Fig. 1: run 1, signal wires on met4
Drawn at 1 px/um. Supply wires on this layer in gray.
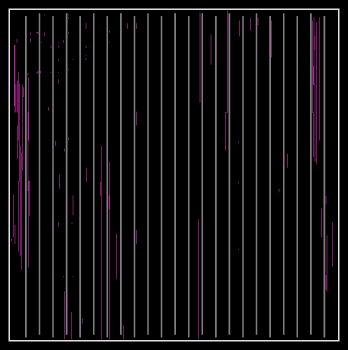
Fig. 2: run 1, clock distribution
Drawn at 1 px/um.
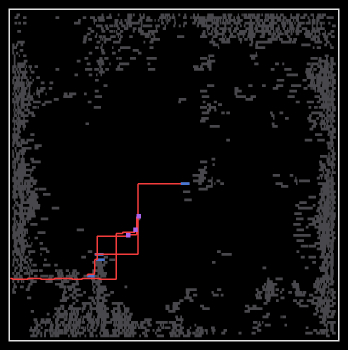
Fig. 3: run 1, cell density map
Drawn at 1 px/um. The die is cut into 33 by 33 equal tiles; dark blue is low, red is high, 0 to 100% covered.
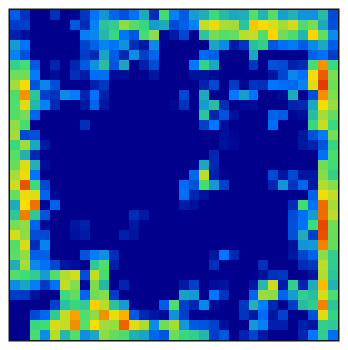
## src/rtl/axi_lite_rr_arbiter_if.sv

```systemverilog
// AXI-lite bundle shared by the arbiter's two requester ports and its downstream port.
// Master drives the request structs (Mw/Mr); Slave drives the response structs (Sw/Sr).
interface AXI_ift #(
  parameter int ADDR_W = 64,
  parameter int DATA_W = 64
) ();

  typedef struct packed {
    logic [ADDR_W-1:0]   awaddr;
    logic                awvalid;
    logic [DATA_W-1:0]   wdata;
    logic [DATA_W/8-1:0] wstrb;
    logic                wvalid;
    logic                bready;
  } mw_t;

  typedef struct packed {
    logic [ADDR_W-1:0] araddr;
    logic              arvalid;
    logic              rready;
  } mr_t;

  typedef struct packed {
    logic       awready;
    logic       wready;
    logic [1:0] bresp;
    logic       bvalid;
  } sw_t;

  typedef struct packed {
    logic              arready;
    logic [DATA_W-1:0] rdata;
    logic [1:0]        rresp;
    logic              rvalid;
  } sr_t;

  mw_t Mw;
  mr_t Mr;
  sw_t Sw;
  sr_t Sr;

  modport Master (output Mw, Mr, input Sw, Sr);
  modport Slave  (input Mw, Mr, output Sw, Sr);

endinterface

```

## src/rtl/axi_lite_rr_arbiter.sv

```systemverilog
// Two-requester AXI-lite arbiter: one whole read or write transaction at a time,
// round-robin between fetch (m0) and data (m1), one-cycle grant latency.
module axi_lite_rr_arbiter #(
  parameter int AXI_ADDR_WIDTH = 64,
  parameter int AXI_DATA_WIDTH = 64
) (
  input  logic        clk,
  input  logic        rst,
  AXI_ift.Slave       m0,
  AXI_ift.Slave       m1,
  AXI_ift.Master      out,
  output logic [1:0]  grant,
  output logic        busy
);

  typedef enum logic [1:0] {
    ST_IDLE = 2'd0,
    ST_RD   = 2'd1,
    ST_WR   = 2'd2
  } state_t;

  state_t r_state;
  state_t w_state_nxt;
  logic   r_owner;
  logic   r_last;
  logic   w_owner_nxt;
  logic   w_last_nxt;

  logic [1:0] w_req_w;
  logic [1:0] w_req;
  logic       w_winner;

  logic [AXI_ADDR_WIDTH-1:0]   w_awaddr;
  logic [AXI_ADDR_WIDTH-1:0]   w_araddr;
  logic [AXI_DATA_WIDTH-1:0]   w_wdata;
  logic [AXI_DATA_WIDTH/8-1:0] w_wstrb;
  logic                        w_awvalid;
  logic                        w_wvalid;
  logic                        w_bready;
  logic                        w_arvalid;
  logic                        w_rready;

  // Arbitration looks only at request valids, never at downstream responses.
  assign w_req_w  = {m1.Mw.awvalid, m0.Mw.awvalid};
  assign w_req    = w_req_w | {m1.Mr.arvalid, m0.Mr.arvalid};
  assign w_winner = (&w_req) ? ~r_last : w_req[1];

  always_comb begin : owner_mux
    if (r_owner) begin
      w_awaddr  = m1.Mw.awaddr;
      w_awvalid = m1.Mw.awvalid;
      w_wdata   = m1.Mw.wdata;
      w_wstrb   = m1.Mw.wstrb;
      w_wvalid  = m1.Mw.wvalid;
      w_bready  = m1.Mw.bready;
      w_araddr  = m1.Mr.araddr;
      w_arvalid = m1.Mr.arvalid;
      w_rready  = m1.Mr.rready;
    end else begin
      w_awaddr  = m0.Mw.awaddr;
      w_awvalid = m0.Mw.awvalid;
      w_wdata   = m0.Mw.wdata;
      w_wstrb   = m0.Mw.wstrb;
      w_wvalid  = m0.Mw.wvalid;
      w_bready  = m0.Mw.bready;
      w_araddr  = m0.Mr.araddr;
      w_arvalid = m0.Mr.arvalid;
      w_rready  = m0.Mr.rready;
    end
  end

  always_ff @(posedge clk) begin
    // NOTE: non-blocking so all three registers update from the same pre-edge values.
    if (rst) begin
      r_state <= ST_IDLE;
      r_owner <= 1'b0;
      r_last  <= 1'b1;
    end else begin
      r_state <= w_state_nxt;
      r_owner <= w_owner_nxt;
      r_last  <= w_last_nxt;
    end
  end

  always_comb begin : next_state
    // NOTE: every output of this block is defaulted first, so no path can infer a latch.
    w_state_nxt = r_state;
    w_owner_nxt = r_owner;
    w_last_nxt  = r_last;
    case (r_state)
      ST_IDLE: begin
        if (|w_req) begin
          w_owner_nxt = w_winner;
          w_last_nxt  = w_winner;
          w_state_nxt = w_req_w[w_winner] ? ST_WR : ST_RD;
        end
      end
      ST_RD:   if (out.Sr.rvalid && w_rready) w_state_nxt = ST_IDLE;
      ST_WR:   if (out.Sw.bvalid && w_bready) w_state_nxt = ST_IDLE;
      default: w_state_nxt = ST_IDLE;
    endcase
  end

  always_comb begin : routing
    out.Mw = '0;
    out.Mr = '0;
    m0.Sw  = '0;
    m0.Sr  = '0;
    m1.Sw  = '0;
    m1.Sr  = '0;
    case (r_state)
      ST_RD: begin
        out.Mr.araddr  = w_araddr;
        out.Mr.arvalid = w_arvalid;
        out.Mr.rready  = w_rready;
        if (r_owner) m1.Sr = out.Sr;
        else         m0.Sr = out.Sr;
      end
      ST_WR: begin
        out.Mw.awaddr  = w_awaddr;
        out.Mw.awvalid = w_awvalid;
        out.Mw.wdata   = w_wdata;
        out.Mw.wstrb   = w_wstrb;
        out.Mw.wvalid  = w_wvalid;
        out.Mw.bready  = w_bready;
        if (r_owner) m1.Sw = out.Sw;
        else         m0.Sw = out.Sw;
      end
      default: ;
    endcase
  end

  assign busy  = (r_state != ST_IDLE);
  assign grant = busy ? (r_owner ? 2'b10 : 2'b01) : 2'b00;

endmodule

```

## src/flat_wrapper.sv

```systemverilog
// flat-port wrapper written by rule: the top's interface ports become plain ports
module axi_lite_rr_arbiter_flat 
#(
  parameter int AXI_ADDR_WIDTH = 64,
  parameter int AXI_DATA_WIDTH = 64
)
  (clk, rst, grant, busy, m0_Mw, m0_Mr, m0_Sw, m0_Sr, m1_Mw, m1_Mr, m1_Sw, m1_Sr, out_Mw, out_Mr, out_Sw, out_Sr);
  AXI_ift #(.ADDR_W(64), .DATA_W(64)) m0_i ();
  AXI_ift #(.ADDR_W(64), .DATA_W(64)) m1_i ();
  AXI_ift #(.ADDR_W(64), .DATA_W(64)) out_i ();
  input  logic clk;
  input  logic rst;
  output logic [1:0] grant;
  output logic busy;
  input wire logic [$bits(m0_i.Mw)-1:0] m0_Mw;
  input wire logic [$bits(m0_i.Mr)-1:0] m0_Mr;
  output wire logic [$bits(m0_i.Sw)-1:0] m0_Sw;
  output wire logic [$bits(m0_i.Sr)-1:0] m0_Sr;
  input wire logic [$bits(m1_i.Mw)-1:0] m1_Mw;
  input wire logic [$bits(m1_i.Mr)-1:0] m1_Mr;
  output wire logic [$bits(m1_i.Sw)-1:0] m1_Sw;
  output wire logic [$bits(m1_i.Sr)-1:0] m1_Sr;
  output wire logic [$bits(out_i.Mw)-1:0] out_Mw;
  output wire logic [$bits(out_i.Mr)-1:0] out_Mr;
  input wire logic [$bits(out_i.Sw)-1:0] out_Sw;
  input wire logic [$bits(out_i.Sr)-1:0] out_Sr;
  assign m0_i.Mw = m0_Mw;
  assign m0_i.Mr = m0_Mr;
  assign m0_Sw = m0_i.Sw;
  assign m0_Sr = m0_i.Sr;
  assign m1_i.Mw = m1_Mw;
  assign m1_i.Mr = m1_Mr;
  assign m1_Sw = m1_i.Sw;
  assign m1_Sr = m1_i.Sr;
  assign out_Mw = out_i.Mw;
  assign out_Mr = out_i.Mr;
  assign out_i.Sw = out_Sw;
  assign out_i.Sr = out_Sr;
  axi_lite_rr_arbiter #(.AXI_ADDR_WIDTH(AXI_ADDR_WIDTH), .AXI_DATA_WIDTH(AXI_DATA_WIDTH)) u_core (.clk(clk), .rst(rst), .m0(m0_i), .m1(m1_i), .out(out_i), .grant(grant), .busy(busy));
endmodule
```

## config.mk

```make
export PLATFORM = sky130hd
export DESIGN_NAME = axi_lite_rr_arbiter_flat
export DESIGN_NICKNAME = d
export VERILOG_FILES = /design/src/rtl/axi_lite_rr_arbiter_if.sv /design/src/rtl/axi_lite_rr_arbiter.sv /design/src/flat_wrapper.sv
export SDC_FILE = /design/constraint.sdc
export NUM_CORES = 1
export LEC_CHECK = 0
export ABC_AREA = 1
export CORE_AREA = 2 2 326 328
export CTS_BUF_LIST = sky130_fd_sc_hd__clkbuf_4
export DETAILED_ROUTE_END_ITERATION = 8
export DIE_AREA = 0 0 328 330
export HOLD_SLACK_MARGIN = 0.02
export SETUP_SLACK_MARGIN = 0.15
export SLEW_MARGIN = 40
export SYNTH_ARGS = -nofsm -noshare
export SYNTH_HDL_FRONTEND = slang
export SYNTH_SLANG_ARGS = --single-unit
```

## constraint.sdc

```tcl
create_clock -name clk -period 1.3 [get_ports clk]
set_input_delay 0.26 -clock clk [delete_from_list [all_inputs] [get_ports clk]]
set_output_delay 0.26 -clock clk [all_outputs]
set_load 0.005 [all_outputs]
```

==> ds_physical_params.txt, run 1 <==
Physical implementation characteristics

Parameter                              Value

Outcome
  Outcome .................. finished, violations left
  Violated checks .................. setup timing

Critical path
  Reg-to-Reg End .................. u_core.r_state[1]
  Critical-path cell with the highest stage delay .................. dfxtp_4
  Critical path peak fanout .................. 7
  Type of origin of the critical path .................. flip-flop
  Setup crit end kind .................. primary output
  Source of the critical timing path .................. u_core.r_owner
  Reg2reg path depth .................. 11
  Timing endpoint of the critical path .................. out_Mw[113]
  Peak per-stage delay on the critical path .................. just over 0.4 ns
  Worst R2R Setup Slack .................. -0.27 ns

Worst hold path
  Path type of the worst min-delay path .................. reg2reg

Synthesis
  Area of the mapped netlist .................. 4259 um^2
  Mean instance size in the synthesized netlist .................. 4.427 um^2
  Leading register cell type out of synthesis .................. dfxtp_1
  # Cells Yosys .................. 962
  Count of mapped cells out of synthesis .................. 962
  Cell type with the largest total area .................. nand2_1
  Tally of unique sky130hd cells used after synthesis .................. 17
  Number of synthesized flops with an enable pin .................. 0
  Cell with the most instances after synthesis .................. nand2_1

Placed design
  RePlAce Congestion .................. 0.8794
  Hpwl dp .................. 75.35 mm

Clock network
  Clock tree from TritonCTS .................. yes
  Hold_buf cts .................. 0
  Clock Tree Root .................. clkbuf_4
  Number of CTS-inserted buffers .................. 3

Final timing
  Final tally of max-slew violations .................. 0
  Final-report hold violation count .................. 0
  Post-route setup slack .................. -0.7929 ns
  Number of failing setup endpoints in the final timing report .................. 356
  Post-Route Hold Slack .................. about 0.54 ns

Global routing
  Overflow after GRT .................. 0
  Largest net degree at the start of global routing .................. about 51
  Number of antenna violations at the first check in global routing .................. just under 60
  Met3 global-route usage .................. between 5 and 6%

Finish
  Count of fill cells added during filler insertion .................. 11,610

Route
  Antenna Violating Nets Remaining .................. 0

Job
  Max-capacitance violation count .................. 0
  Warning total across the stage logs .................. 29

Floorplanning
  Die X-Extent .................. 328 um
  Core Rows .................. 119
-- Fig. 1 (at the start) --
The layer carries 3,010 um of wire. The longest straight run is 193 um. 81 nets have wire on it. The layer holds 3.1% of the routed length.

-- Fig. 2 (at the start) --
clock-net drivers: shown in purple, count 3. flip-flops: shown in blue, count 4. clock wires: shown in red, length 445 um.
Position of the flops: south-west.
Max Clock Skew: 0.01223 ns
clk latency late pin: 0.27 ns
clock network fraction of total power: 1.6%
power attributed to the clock group: 256 uW

-- Fig. 3 (at the start) --
2.3% of the tiles are over 75% full. The emptiest ninth of the die: center. The mean over all tiles is 18%. 48% of the tiles are nearly empty. The fullest tile reaches 93%.
Layout Utilization: 19.81%
starting density of the core: 4.069%

-- run 1: final cells by class --
class	instances	share of cell area [%]
timing repair buffer	1172	61.08
multi-input combinational	793	28.06
tap	1391	8.393
inverter	85	1.762
sequential	4	0.4404
clock buffer	4	0.1448
antenna	10	0.1207
-- run 1: layout by cell type (no fill, tap or decap), types with 6 or more instances in the layout --
| master | synthesis | layout |
|---|---|---|
| nor2_4 | 1 | 79 |
| buf_6 | 16 | 127 |
| dlymetal6s2s_1 | 0 | 29 |
| clkbuf_2 | 0 | 63 |
| buf_2 | 40 | 148 |
| nand2_1 | 418 | 267 |
| buf_12 | 0 | 110 |
| nand2_8 | 0 | 9 |
| a21oi_2 | 30 | 125 |
| a21oi_1 | 175 | 30 |
| clkbuf_16 | 0 | 30 |
| nand2_2 | 2 | 86 |
| clkdlybuf4s50_1 | 0 | 482 |
| buf_16 | 0 | 22 |
| buf_4 | 3 | 131 |
| a21oi_4 | 0 | 50 |
| nor2_2 | 1 | 43 |
| nor2_1 | 152 | 32 |
| inv_1 | 81 | 80 |
| diode_2 | 0 | 10 |
| nand2_4 | 0 | 59 |
| buf_8 | 0 | 30 |
| nand3_1 | 8 | 6 |
-- run 1: state kept, by name (all words and copies together) (netlist names) --
signal	cells
u_core.r_last	1
u_core.r_owner	1
u_core.r_state	2
-- run 1: worst min path at each step --
stage / start / end / slack, ns / cells after the start
floorplan: rst / u_core.r_state[1] / 0.32 / 1
global placement: u_core.r_last / u_core.r_last / 0.45 / 2
detailed placement: u_core.r_last / u_core.r_last / 0.48 / 2
CTS: u_core.r_last / u_core.r_last / 0.50 / 2
global route: u_core.r_last / u_core.r_last / 0.57 / 2
finish: u_core.r_last / u_core.r_last / 0.54 / 2
-- run 1: power by group through the flow --
stage	Combinational, mW	Clock, mW	Sequential (mW)
2_1_floorplan	3.13	0	0.176
4_1_cts	11.6	0.294	0.204
3_3_place_gp	10.1	0	0.191
3_5_place_dp	10.1	0	0.193
5_1_grt	16.2	0.288	0.203
6_report	15.5	0.256	0.201
-- run 1: through the flow --
step                      TNS [ns]  total power [mW]  cell area, um^2  util (%)  worst slack [ns]
after floorplan                  0             3.309             4693         -           0.04921
after global placement     -211.47             10.30            15600     14.90            -1.018
after detailed placement   -210.52             10.26            15600     14.90           -0.9796
after CTS                  -292.27             12.10            16760     16.01            -1.023
after global routing       -252.93             16.65            20720     19.80           -0.8850
final                      -223.53             15.92            20740     19.81           -0.7929
-- run 1: critical path: cells and delay by family, from the launching register on --
kind | cells | cell delay (ns)
compound gates | 1 | 0.06
flops | 1 | 0.41
simple gates | 1 | 0.06
buf+inv | 8 | 1.02
-- run 1: logic make-up (layout without fill, tap and decap cells) --
family                 Yosys count  count (layout)  synth area share [%]
AND/OR/NAND/NOR                582             583                 51.88
buffers and inverters          166            1261                 18.89
AND-OR/OR-AND                  210             210                 27.35
other                            0              10                     0
flip-flops                       4               4                 1.880
-- run 1: what timing repair did --
action	in CTS	in global routing
setup buffers	36	146
gates resized	467	1156
setup endpoints to repair	358	358
pin swaps	37	111
gates cloned	14	40
==> inputs of run 2 (changes only) <==
Settings changed: SKIP_LAST_GASP set to 1.
Fig. 4: run 2, cell density map
Drawn at 1 px/um. The die is cut into 33 by 33 equal tiles; dark blue is low, red is high, 0 to 100% covered.
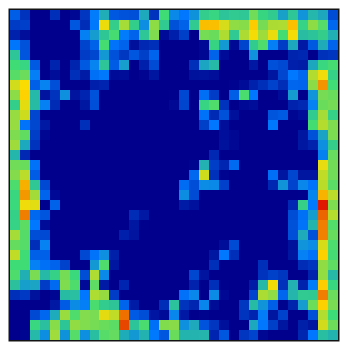
The mean over all tiles is 17%. 1.8% of the tiles are over 75% full. The fullest tile reaches 97%. The emptiest ninth of the die: center.
Layout Utilization: 19.22%
Core Region: 104,700 um^2

Fig. 5: run 2, signal wires on met4
Drawn at 1 px/um. Supply wires on this layer in gray.
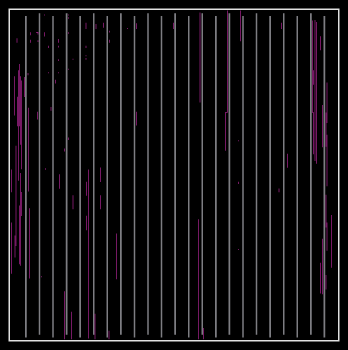
81 nets have wire on it. The layer carries 2,700 um of wire. The wires run mostly vertical. The layer holds 2.8% of the routed length.

==> run 2 against run 1 <==
Against the previous run:
- the run still ends with setup timing left
- global-route usage is the same
- core utilization shrank 0.60 points
- register-to-register slack lost 0.18 ns
==> ds_physical_params.txt, run 2 <==
Physical implementation characteristics

Parameter                              Value

Outcome
  Outcome .................. finished, violations left (unchanged)
  Violated checks .................. setup timing (unchanged)

Critical path
  Reg-to-Reg End .................. u_core.r_state[0] (was u_core.r_state[1])
  Peak per-stage delay on the critical path .................. 0.37 ns (was 0.41 ns)
  Critical-path cell with the highest stage delay .................. dfxtp_4 (unchanged)
  Type of origin of the critical path .................. flip-flop (unchanged)
  Critical path peak fanout .................. 13 (was 7)
  Reg2reg path depth .................. 11 (unchanged)
  Worst R2R Setup Slack .................. -0.45 ns (was -0.27 ns)
  Setup crit end kind .................. primary output (unchanged)

Final timing
  Post-route setup slack .................. -0.7706 ns (was -0.7929 ns)
  Headroom to the max-slew limit .................. 70.72% (was 76.46%)
  TNS Setup .................. -208.31 ns (was -223.53 ns)
  Max Clock Skew .................. 0.01611 ns (was 0.01223 ns)
  Post-Route Hold Slack .................. 0.5078 ns (was 0.5372 ns)
  Number of failing setup endpoints in the final timing report .................. 357 (was 356)
  Tcrit/Tclk final .................. 159.3% (was 161.0%)
  Final tally of max-slew violations .................. 0 (unchanged)
  Final-report hold violation count .................. 0 (unchanged)

Synthesis
  Mean instance size in the synthesized netlist .................. 4.427 um^2 (unchanged)
  Number of synthesized flops with an enable pin .................. 0 (unchanged)
  Cell with the most instances after synthesis .................. nand2_1 (unchanged)
  Leading register cell type out of synthesis .................. dfxtp_1 (unchanged)
  Area of the mapped netlist .................. 4259 um^2 (unchanged)
  Share of synthesized cell area in full adder, half adder and majority cells .................. 0% (unchanged)
  Part of the Yosys area used for sequential elements .................. 1.880% (unchanged)
  Count of mapped cells out of synthesis .................. 962 (unchanged)
  Aoi/oai-family share of the synthesized area .................. 27.35% (unchanged)
  Simple-Gate Area Share .................. 51.88% (unchanged)
  Synthesis warning total .................. 0 (unchanged)
  # Cells Yosys .................. 962 (unchanged)
  Multiplexer share of the synthesized area .................. 0% (unchanged)
  Largest family of logic cells by area .................. simple AND/OR/NAND/NOR gates (unchanged)
  Fraction of synthesized cell area in xor and xnor cells .................. 0% (unchanged)
  Cell types with the highest counts after synthesis .................. nand2_1, a21oi_1, nor2_1, inv_1, buf_2 (unchanged)
  Cell type with the largest total area .................. nand2_1 (unchanged)
  Tally of unique sky130hd cells used after synthesis .................. 17 (unchanged)

Pwr
  Power consumption .................. 15.32 mW (was 15.92 mW)
  Clock network fraction of total power .................. 1.6% (about the same)
  Power dissipated by switching net loads .................. 7.447 mW (was 7.588 mW)

Clock network
  Clock buffer depth .................. 2 (unchanged)
  Number of CTS-inserted buffers .................. 3 (unchanged)
  Hold_buf cts .................. 0 (unchanged)
  Clock tree from TritonCTS .................. yes (unchanged)
  Clock Tree Root .................. clkbuf_4 (unchanged)
  Clk latency late pin .................. 0.27 ns (about the same)

Finish
  Largest registers .................. u_core.r_state: 2 flops, u_core.r_last: 1 flops, u_core.r_owner: 1 flops (unchanged)
  Max reg flops .................. 2 (unchanged)
  Most frequent standard cell in the layout excluding fill and tap cells .................. clkdlybuf4s50_1 (unchanged)
  Most flop-heavy register .................. u_core.r_state (unchanged)
  Count of fill cells added during filler insertion .................. 11,620 (was 11,610)
  Summed area of non-filler cells in the final layout .................. 20,110 um^2 (was 20,740 um^2)
  Top logic cells by instance count in the layout .................. clkdlybuf4s50_1, nand2_1, buf_2, buf_4, a21oi_2 (was clkdlybuf4s50_1, nand2_1, buf_2, buf_4, buf_6)

Worst hold path
  Hold_sp .................. u_core.r_last (unchanged)
  Path type of the worst min-delay path .................. reg2reg (unchanged)
  Min-Delay Endpoint .................. u_core.r_last (unchanged)
  Worst hold path stage count .................. 2 (unchanged)

Global routing
  Number of antenna violations at the first check in global routing .................. 58 (unchanged)
  Largest net degree at the start of global routing .................. 51 (unchanged)
  Overflow after GRT .................. 0 (unchanged)

Placed design
  Area of placed instances .................. 15,600 um^2 (unchanged)
  RePlAce Congestion .................. 0.8794 (unchanged)
  Hpwl dp .................. 75.35 mm (unchanged)

Job
  Warning total across the stage logs .................. 29 (unchanged)
  Max-capacitance violation count .................. 0 (unchanged)

Floorplanning
  Die X-Extent .................. 328 um (unchanged)
  Io pins .................. 839 (unchanged)
  Core Rows .................. 119 (unchanged)
  Starting density of the core .................. 4.069% (unchanged)

Route
  Post-route DRC violation count .................. 0 (unchanged)
  Antenna Violating Nets Remaining .................. 0 (unchanged)
  Overall routed net length .................. 95.54 mm (was 96.33 mm)
-- run 2: cell counts after synthesis --
No cell type changed its count.
-- run 2: routing by layer --
| metal | track usage (%) | routed length [um] | up-vias |
|---|---|---|---|
| met5 | 0 | 413 | - |
| met4 | 1.715 | 2696 | 70 |
| met3 | 5.123 | 8607 | 182 |
| met2 | 23.50 | 42200 | 733 |
| met1 | 20.55 | 41620 | 5440 |
| li1 | - | - | 5049 |
-- run 2: final cells by class --
cell class,count,share of cell area [%]
inverters,85,1.816
clock buffers,4,0.1493
multi-input cells,792,29.11
repair buffers,1110,59.58
flip-flops and latches,4,0.4541
repair inverters,1,0.1493
well taps,1391,8.653
diodes,7,0.08709
-- run 2: how the worst max path moves through the flow --
stage,from,endpoint,slack (ns),cells after the start
finish,u_core.r_state[1],out_Mw[137],-0.77,8
global route,u_core.r_state[1],out_Mw[137],-0.82,8
floorplan,u_core.r_state[0],m0_Sr[47],0.05,6
detailed placement,u_core.r_state[0],out_Mr[5],-0.98,6
global placement,u_core.r_state[0],out_Mr[5],-1.02,6
CTS,u_core.r_owner,out_Mw[102],-1.03,6
-- run 2: timing repair --
| item | 4_1_cts | 5_1_grt |
|---|---|---|
| pin swaps | 24 | 97 |
| resized | 376 | 1144 |
| gates cloned | 14 | 40 |
| buffers inserted | 36 | 85 |
| endpoints found under the setup margin | 358 | 358 |
-- run 2: cells by family after synthesis --
family                 Yosys count
AND/OR/NAND/NOR                582
buffers and inverters          166
flip-flops                       4
AND-OR/OR-AND                  210
-- run 2: per-stage QoR --
stage               setup WS, ns  instances
floorplan                0.04921        962
global placement          -1.018       3209
detailed placement       -0.9796       3209
CTS                       -1.028       3263
global route             -0.8162       3389
finish                   -0.7706       3394
-- run 2: power by group through the flow --
stage | Combinational, mW | Clock (mW) | Sequential (mW)
global placement | 10.1 | 0 | 0.191
floorplan | 3.13 | 0 | 0.176
finish | 14.9 | 0.252 | 0.197
global route | 15.6 | 0.288 | 0.200
CTS | 11.6 | 0.294 | 0.204
detailed placement | 10.1 | 0 | 0.193
-- run 2: worst max-delay path, delay by kind of cell (launching register included) --
kind,cells,cell delay [ns]
compound gates,1,0.17
buf+inv,6,0.77
flops,1,0.37
simple gates,1,0.17
Power and IR drop assume default switching activity.
